File: config.mk
export PLATFORM = sky130hd
export DESIGN_NAME = mem_access_stage
export DESIGN_NICKNAME = d
export VERILOG_FILES = /design/src/rtl/mem_access_stage_pkg.sv /design/src/rtl/mem_wb_reg.sv /design/src/rtl/mem_access_stage.sv
export SDC_FILE = /design/constraint.sdc
export NUM_CORES = 1
export LEC_CHECK = 0
export ABC_AREA = 1
export CORE_UTILIZATION = 34
export DETAILED_ROUTE_END_ITERATION = 8
export HOLD_SLACK_MARGIN = 0.02
export PLACE_DENSITY = 0.88
export SLEW_MARGIN = 20
export SYNTH_ARGS = -nofsm -noshare
export SYNTH_HDL_FRONTEND = slang
export SYNTH_SLANG_ARGS = --single-unit
File: constraint.sdc
create_clock -name clk -period 1.4 [get_ports clk]
set_input_delay 0.21 -clock clk [delete_from_list [all_inputs] [get_ports clk]]
set_output_delay 0.21 -clock clk [all_outputs]
set_load 0.05 [all_outputs]
File: src/rtl/mem_access_stage_pkg.sv
// Shared pipeline definitions for the memory stage and its MEM/WB consumers.
package mem_access_stage_pkg;

  localparam int unsigned DbitsDefault   = 32;
  localparam int unsigned RegbitsDefault = 4;
  localparam int unsigned TimeoutDefault = 15;

  // Memory-stage access sequencer states.
  typedef enum logic [1:0] {
    StIdle  = 2'd0,
    StWait  = 2'd1,
    StAbort = 2'd2
  } mem_state_e;

  // MEM/WB bundle as seen by the write-back stage (default widths).
  typedef struct packed {
    logic                      valid;
    logic                      reg_write;
    logic [RegbitsDefault-1:0] wr_reg;
    logic [DbitsDefault-1:0]   result;
    logic                      misalign_err;
    logic                      bus_err;
  } mem_wb_t;

  // Word accesses only: the low two address bits must be clear.
  function automatic logic is_aligned(input logic [1:0] low_bits);
    return low_bits == 2'b00;
  endfunction

endpackage

File: src/rtl/mem_wb_reg.sv
// MEM/WB pipeline register: loads a retiring instruction or inserts a bubble.
module mem_wb_reg #(
  parameter int unsigned DBITS   = 32,
  parameter int unsigned REGBITS = 4
) (
  input  logic               clk,
  input  logic               reset_n,
  input  logic               retire,
  input  logic               reg_write_nxt,
  input  logic [REGBITS-1:0] wr_reg_nxt,
  input  logic [DBITS-1:0]   result_nxt,
  input  logic               misalign_nxt,
  input  logic               bus_err_nxt,
  output logic               valid_w,
  output logic               regWrite_w,
  output logic [REGBITS-1:0] wrReg_w,
  output logic [DBITS-1:0]   result_w,
  output logic               misalign_err,
  output logic               bus_err
);

  // Control bits clear on a bubble; destination and result hold their last value.
  always_ff @(posedge clk or negedge reset_n) begin
    if (!reset_n) begin
      valid_w      <= 1'b0;
      regWrite_w   <= 1'b0;
      wrReg_w      <= '0;
      result_w     <= '0;
      misalign_err <= 1'b0;
      bus_err      <= 1'b0;
    end else begin
      valid_w      <= retire;
      regWrite_w   <= retire & reg_write_nxt;
      misalign_err <= retire & misalign_nxt;
      bus_err      <= retire & bus_err_nxt;
      if (retire) begin
        wrReg_w  <= wr_reg_nxt;
        result_w <= result_nxt;
      end
    end
  end

endmodule

File: src/rtl/mem_access_stage.sv
// Pipeline memory stage: req/ack data-memory access, stall, timeout abort, MEM/WB select.
module mem_access_stage
  import mem_access_stage_pkg::*;
#(
  parameter int unsigned DBITS   = DbitsDefault,
  parameter int unsigned REGBITS = RegbitsDefault,
  parameter int unsigned TIMEOUT = TimeoutDefault
) (
  input  logic               clk,
  input  logic               reset_n,
  input  logic               valid_m,
  input  logic               memtoReg_m,
  input  logic               memWrite_m,
  input  logic               jal_m,
  input  logic               regWrite_m,
  input  logic [REGBITS-1:0] wrReg_m,
  input  logic [DBITS-1:0]   incrementedPC_m,
  input  logic [DBITS-1:0]   aluOut_m,
  input  logic [DBITS-1:0]   sr2Out_m,
  output logic               stall_m,
  output logic               dmem_req,
  output logic               dmem_we,
  output logic [DBITS-1:0]   dmem_addr,
  output logic [DBITS-1:0]   dmem_wdata,
  input  logic [DBITS-1:0]   dmem_rdata,
  input  logic               dmem_ack,
  output logic               valid_w,
  output logic               regWrite_w,
  output logic [REGBITS-1:0] wrReg_w,
  output logic [DBITS-1:0]   result_w,
  output logic               misalign_err,
  output logic               bus_err
);

  localparam int unsigned CntW = $clog2(TIMEOUT + 1);

  mem_state_e      state_q, state_d;
  logic [CntW-1:0] wait_cnt_q, wait_cnt_d;

  logic             memop, aligned;
  logic             misalign, abort_err, retire, reg_write_nxt;
  logic [DBITS-1:0] result_nxt;

  assign memop      = valid_m & (memtoReg_m | memWrite_m);
  assign aligned    = is_aligned(aluOut_m[1:0]);
  assign dmem_we    = memWrite_m;
  assign dmem_addr  = aluOut_m;
  assign dmem_wdata = sr2Out_m;

  // Sequencer state and wait-cycle counter.
  always_ff @(posedge clk or negedge reset_n) begin
    if (!reset_n) begin
      state_q    <= StIdle;
      wait_cnt_q <= '0;
    end else begin
      state_q    <= state_d;
      wait_cnt_q <= wait_cnt_d;
    end
  end

  // Next state: count wait cycles while unacknowledged, abort once the budget is spent.
  always_comb begin
    state_d    = state_q;
    wait_cnt_d = wait_cnt_q;
    unique case (state_q)
      StIdle: begin
        if (dmem_req && !dmem_ack) begin
          state_d    = StWait;
          wait_cnt_d = CntW'(1);
        end
      end
      StWait: begin
        if (dmem_ack) begin
          state_d    = StIdle;
          wait_cnt_d = '0;
        end else if (wait_cnt_q == CntW'(TIMEOUT)) begin
          state_d    = StAbort;
          wait_cnt_d = '0;
        end else begin
          wait_cnt_d = wait_cnt_q + CntW'(1);
        end
      end
      StAbort: begin
        state_d = StIdle;
      end
      default: begin
        state_d    = StIdle;
        wait_cnt_d = '0;
      end
    endcase
  end

  // Bus request, stall, error classification and retire decision.
  always_comb begin
    // The request is gated by reset so a held instruction cannot reach the bus during reset.
    dmem_req      = reset_n & memop & aligned & (state_q != StAbort);
    stall_m       = dmem_req & ~dmem_ack;
    misalign      = memop & ~aligned;
    abort_err     = memop & (state_q == StAbort);
    retire        = valid_m & ~stall_m;
    reg_write_nxt = regWrite_m & ~(misalign | abort_err);
  end

  // Write-back value select; jal wins over a load.
  always_comb begin
    if (jal_m) begin
      result_nxt = incrementedPC_m;
    end else if (memtoReg_m) begin
      result_nxt = dmem_rdata;
    end else begin
      result_nxt = aluOut_m;
    end
  end

  mem_wb_reg #(
    .DBITS   (DBITS),
    .REGBITS (REGBITS)
  ) u_mem_wb_reg (
    .clk           (clk),
    .reset_n       (reset_n),
    .retire        (retire),
    .reg_write_nxt (reg_write_nxt),
    .wr_reg_nxt    (wrReg_m),
    .result_nxt    (result_nxt),
    .misalign_nxt  (misalign),
    .bus_err_nxt   (abort_err),
    .valid_w       (valid_w),
    .regWrite_w    (regWrite_w),
    .wrReg_w       (wrReg_w),
    .result_w      (result_w),
    .misalign_err  (misalign_err),
    .bus_err       (bus_err)
  );

endmodule

Figure 1. Power grid.
Bar = 20 µm. Pins as bars on the die edge. Tap cells in gray.
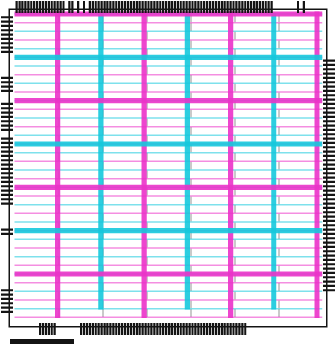
cyan -> VDD
magenta -> VSS
met4 straps = 7
signal pins = 247
met1 rails = 36
Die Span Y: 99.2 µm
Die W: 99.2 µm
Core ar.: 0.00920 mm²
worst IR drop on VDD: 394 µV

Figure 2. Placed cells, one color a class.
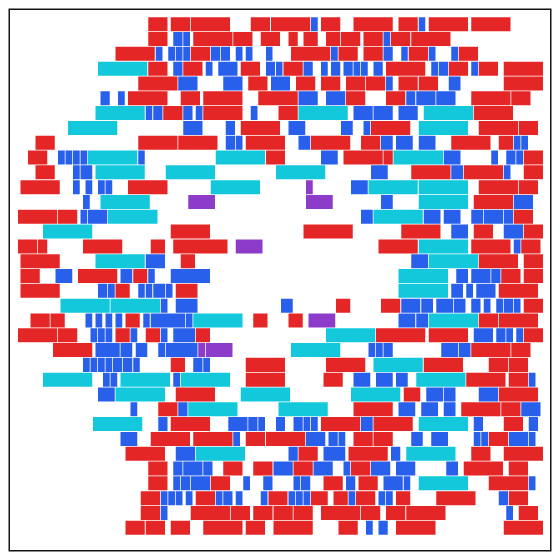
purple -> clock drivers and dummy loads  # cells 7, share of their area 1.4%
cyan -> flip-flops  # cells 46, share of their area 21%
red -> other buffers and delay cells  # cells 207, share of their area 51%
blue -> all other logic  # cells 251, share of their area 27%
final std cell area, no fill: 0.00567 mm²
Layout Utilization: 61.7%
register share of the cell area: 20.3%
row count: 35

Figure 3. Routed clock nets over the placement.
Bar = 20 µm.
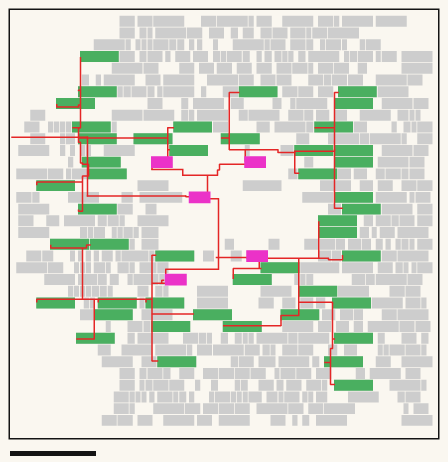
magenta -> cells driving clock nets  # count 5
green -> flip-flops  # count 46
red -> clock wires  # length 522 µm
routed clock nets = 6
clock skew: 0.00709 ns
Clk power: 741 µW
clock power share: 15.8%

==> flow_summary_export.csv <==
group,metric,value,unit
sta,hold_viol_final,0,
outcome,violations,"setup timing",
routing,ant_nets,0,
sta,slew_viol_final,0,
synthesis,synth_cell_types,25,
global_routing,grt_pass1_wl,14200,µm
synthesis,yosysTopAreaCell,"dfrtp_1",
global_routing,grt_overflow,0,
synthesis,ys_cells,380,
synthesis,synth_nets,521,
global_routing,antenna_found_initial,0,
pwr,power.density,825,mW/mm²
floorplanning,initial_core_util,34.9,%
flow_run,cap_violations,0,
synthesis,async_flop_share,100,%
routing,drc_errors,0,
synthesis,ys_ff,46,
flow_run,tool_warnings,28,
setup_path,start_kind,"flip-flop",
sta,setup_slack,-0.0939,ns
finish,syn_to_final_growth,76.7,%
place,dpl_cell_area,0.00550,mm²
clocking,clockBufferDepth,2,
sta,setup_viol,2,
synthesis,postSynthSeqShare,35.9,%
finish,diodes,0,
synthesis,yosysWarnings,0,
clocking,cts_tree,"yes",
routing,drt_iter0_drc,78,
min_path,min_path_type,"primary input to asynchronous set/reset pin",
synthesis,flop_cell,"dfrtp_1",
pwr,p_leak,2.67,nW
routing,post_drt_via_cell_ratio,4.59,
setup_path,path_max_fanout,2,
floorplanning,io_pins,247,
synthesis,top_cell_area_share,35.9,%
outcome,status,"finished with violations",
sta,rsz0062_at_grt,"true",
routing,drtPass1Iterations,5,
clocking,root_buffer,"clkbuf_8",
sta,holdWs,0.0673,ns
global_routing,grt_max_degree,65,
place,detailed_place_hpwl,7280,µm
synthesis,synth.area.top_cells,"dfrtp_1 (36%), buf_4 (15%), mux2i_1 (10%)",
sta,relSlewSlack,61.1,%
synthesis,synth.most_common_cell,"nand2_1",
global_routing,grt_pass1_vias,2937,
synthesis,synth_cells,380,
synthesis,edf_count,0,
sta,period_needed,1.49,ns
place,io_buffers,182,
finish,n_fill_cell,711,
synthesis,ys_area,0.00321,mm²
setup_path,arrival,1.28,ns
floorplanning,die-area,0.00984,mm²
sta,worstMarginPinSlew,0.584,ns
synthesis,syn_area,0.00321,mm²
sta,finalCritPeriodShare,107,%
pwr,p_total,4.68,mW
clocking,hold_buffers,0,
synthesis,synthTopCellsByCount,"nand2_1 (72), buf_4 (65), dfrtp_1 (46)",
place,gp_congestion,0.758,
setup_path,crit_path_end_kind,"primary output",
synthesis,syn_area_per_cell,8.45,µm²
sta,max_freq,0.669,GHz
setup_path,required,1.19,ns
setup_path,crit_type,"flip-flop to primary output",
clocking,clk_pin_slew,0.08,ns
finish,nets,652,
finish,final_layout_size_suffix_gt1_share,31.7,%
clocking,h-tree-depth,2,
Figure 4. Routed metal, one color a layer.
Bar = 20 µm. Only two layers are drawn.
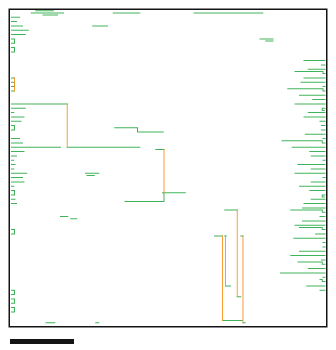
green -> met3  # wire length 582 µm
orange -> met4  # wire length 128 µm
Tot GR Track Use: 18.1%
Total Routed Length: 9180 µm
vias: 2856
drt wl/cell: 14.8 µm

Figure 5. Clock wiring as the flow saved it.
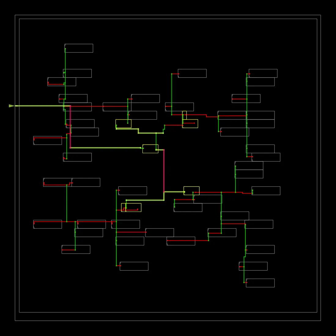
clk_buf instances: 7
Seq cells: 46
TritonCTS Sinks: 46
clk ins delay skew pair: 0.29 ns
TritonCTS Buffers: 5

critical path, stage by stage, from the launching register on:
cell     delay [ns]
dfrtp_1        0.39
inv_2          0.07
nor2_4         0.04
buf_6          0.12
nor3_4         0.20
buf_12         0.16
cell type report:
cell class	instances	area (µm²)	share of cell area (%)
Clock buffer	7	76.3	1.35
Inverter	41	159	2.80
Multi-Input combinational cell	210	1310	23.1
Sequential cell	46	1150	20.3
Tap cell	111	139	2.45
Timing Repair Buffer	207	2840	50.0
timing repair:
| action | CTS | global route |
|---|---|---|
| pin swaps | 3 | 0 |
| endpoints found under the setup margin | 29 | 7 |
| resized | 6 | 2 |
| buffers inserted | 2 | 1 |
| gates cloned | 0 | 2 |
| hold endpoints to repair | 0 | 0 |
where the power goes:
part | internal [mW] | total [mW] | switching, mW
registers | 1.47 | 1.64 | 0.172
clock network | 0.344 | 0.741 | 0.396
logic | 1.17 | 2.30 | 1.13
kinds of logic after synthesis:
logic type / Yosys count / share of synthesized area (%)
muxes: 32 / 9.98
xor gates and xnor gates: 2 / 0.546
DFF: 46 / 35.9
buffers and inverters: 124 / 24.2
and+or+nand+nor: 109 / 16.3
AOI/OAI and AO/OA: 66 / 12.7
adders and majority gates: 1 / 0.390
cell usage in the layout, fill, tap and decap left out, drive strengths merged, types with 3 or more instances in the layout:
cell type / n
buf: 101
clkdlybuf4s50: 102
inv: 41
dfrtp: 46
clkbuf: 9
mux2i: 32
nand2: 94
o21ai: 66
nor2: 6
nor3: 3
nand3: 3
metrics by stage:
stage          utilization [%]  cells  TNS (ns)  setup slack (ns)
4_1_cts                   60.9    619    -0.171            -0.120
6_report                  61.7    622    -0.154           -0.0939
5_1_grt                   61.7    622    -0.287            -0.160
3_3_place_gp              59.8    610    -10.70            -0.291
2_1_floorplan                -    380         0             0.136
3_5_place_dp              59.8    610    -12.97            -0.361
worst paths after layout:
path,start,end,slack (ns),cells after the start
setup / recovery,state_q[1],dmem_req,-0.09,5
hold / removal,reset_n,u_mem_wb_reg.result_w[21],0.07,2
setup reg to reg,state_q[1],u_mem_wb_reg.wrReg_w[0],0.11,9
hold reg to reg,wait_cnt_q[1],wait_cnt_q[1],0.51,2
max in group asynchronous,reset_n,u_mem_wb_reg.result_w[14],0.94,2
min in group clk,reset_n,state_q[0],0.37,5
state kept, by name, indices dropped and copies added, names as in the netlist:
register and count:
state_q 2, u_mem_wb_reg.bus_err 1, u_mem_wb_reg.misalign_err 1, u_mem_wb_reg.regWrite_w 1, u_mem_wb_reg.result_w 32, u_mem_wb_reg.valid_w 1, u_mem_wb_reg.wrReg_w 4, wait_cnt_q 4
metal layers:
metal  track usage (%)  up-vias  routed length, µm
li1                  -     1408                  -
met1              20.3     1314               3580
met2              34.4      120               4900
met3              4.43       14                582
met4              4.30        0                127
met5                 0        -                  0
Power is estimated from default activity; no workload was simulated.
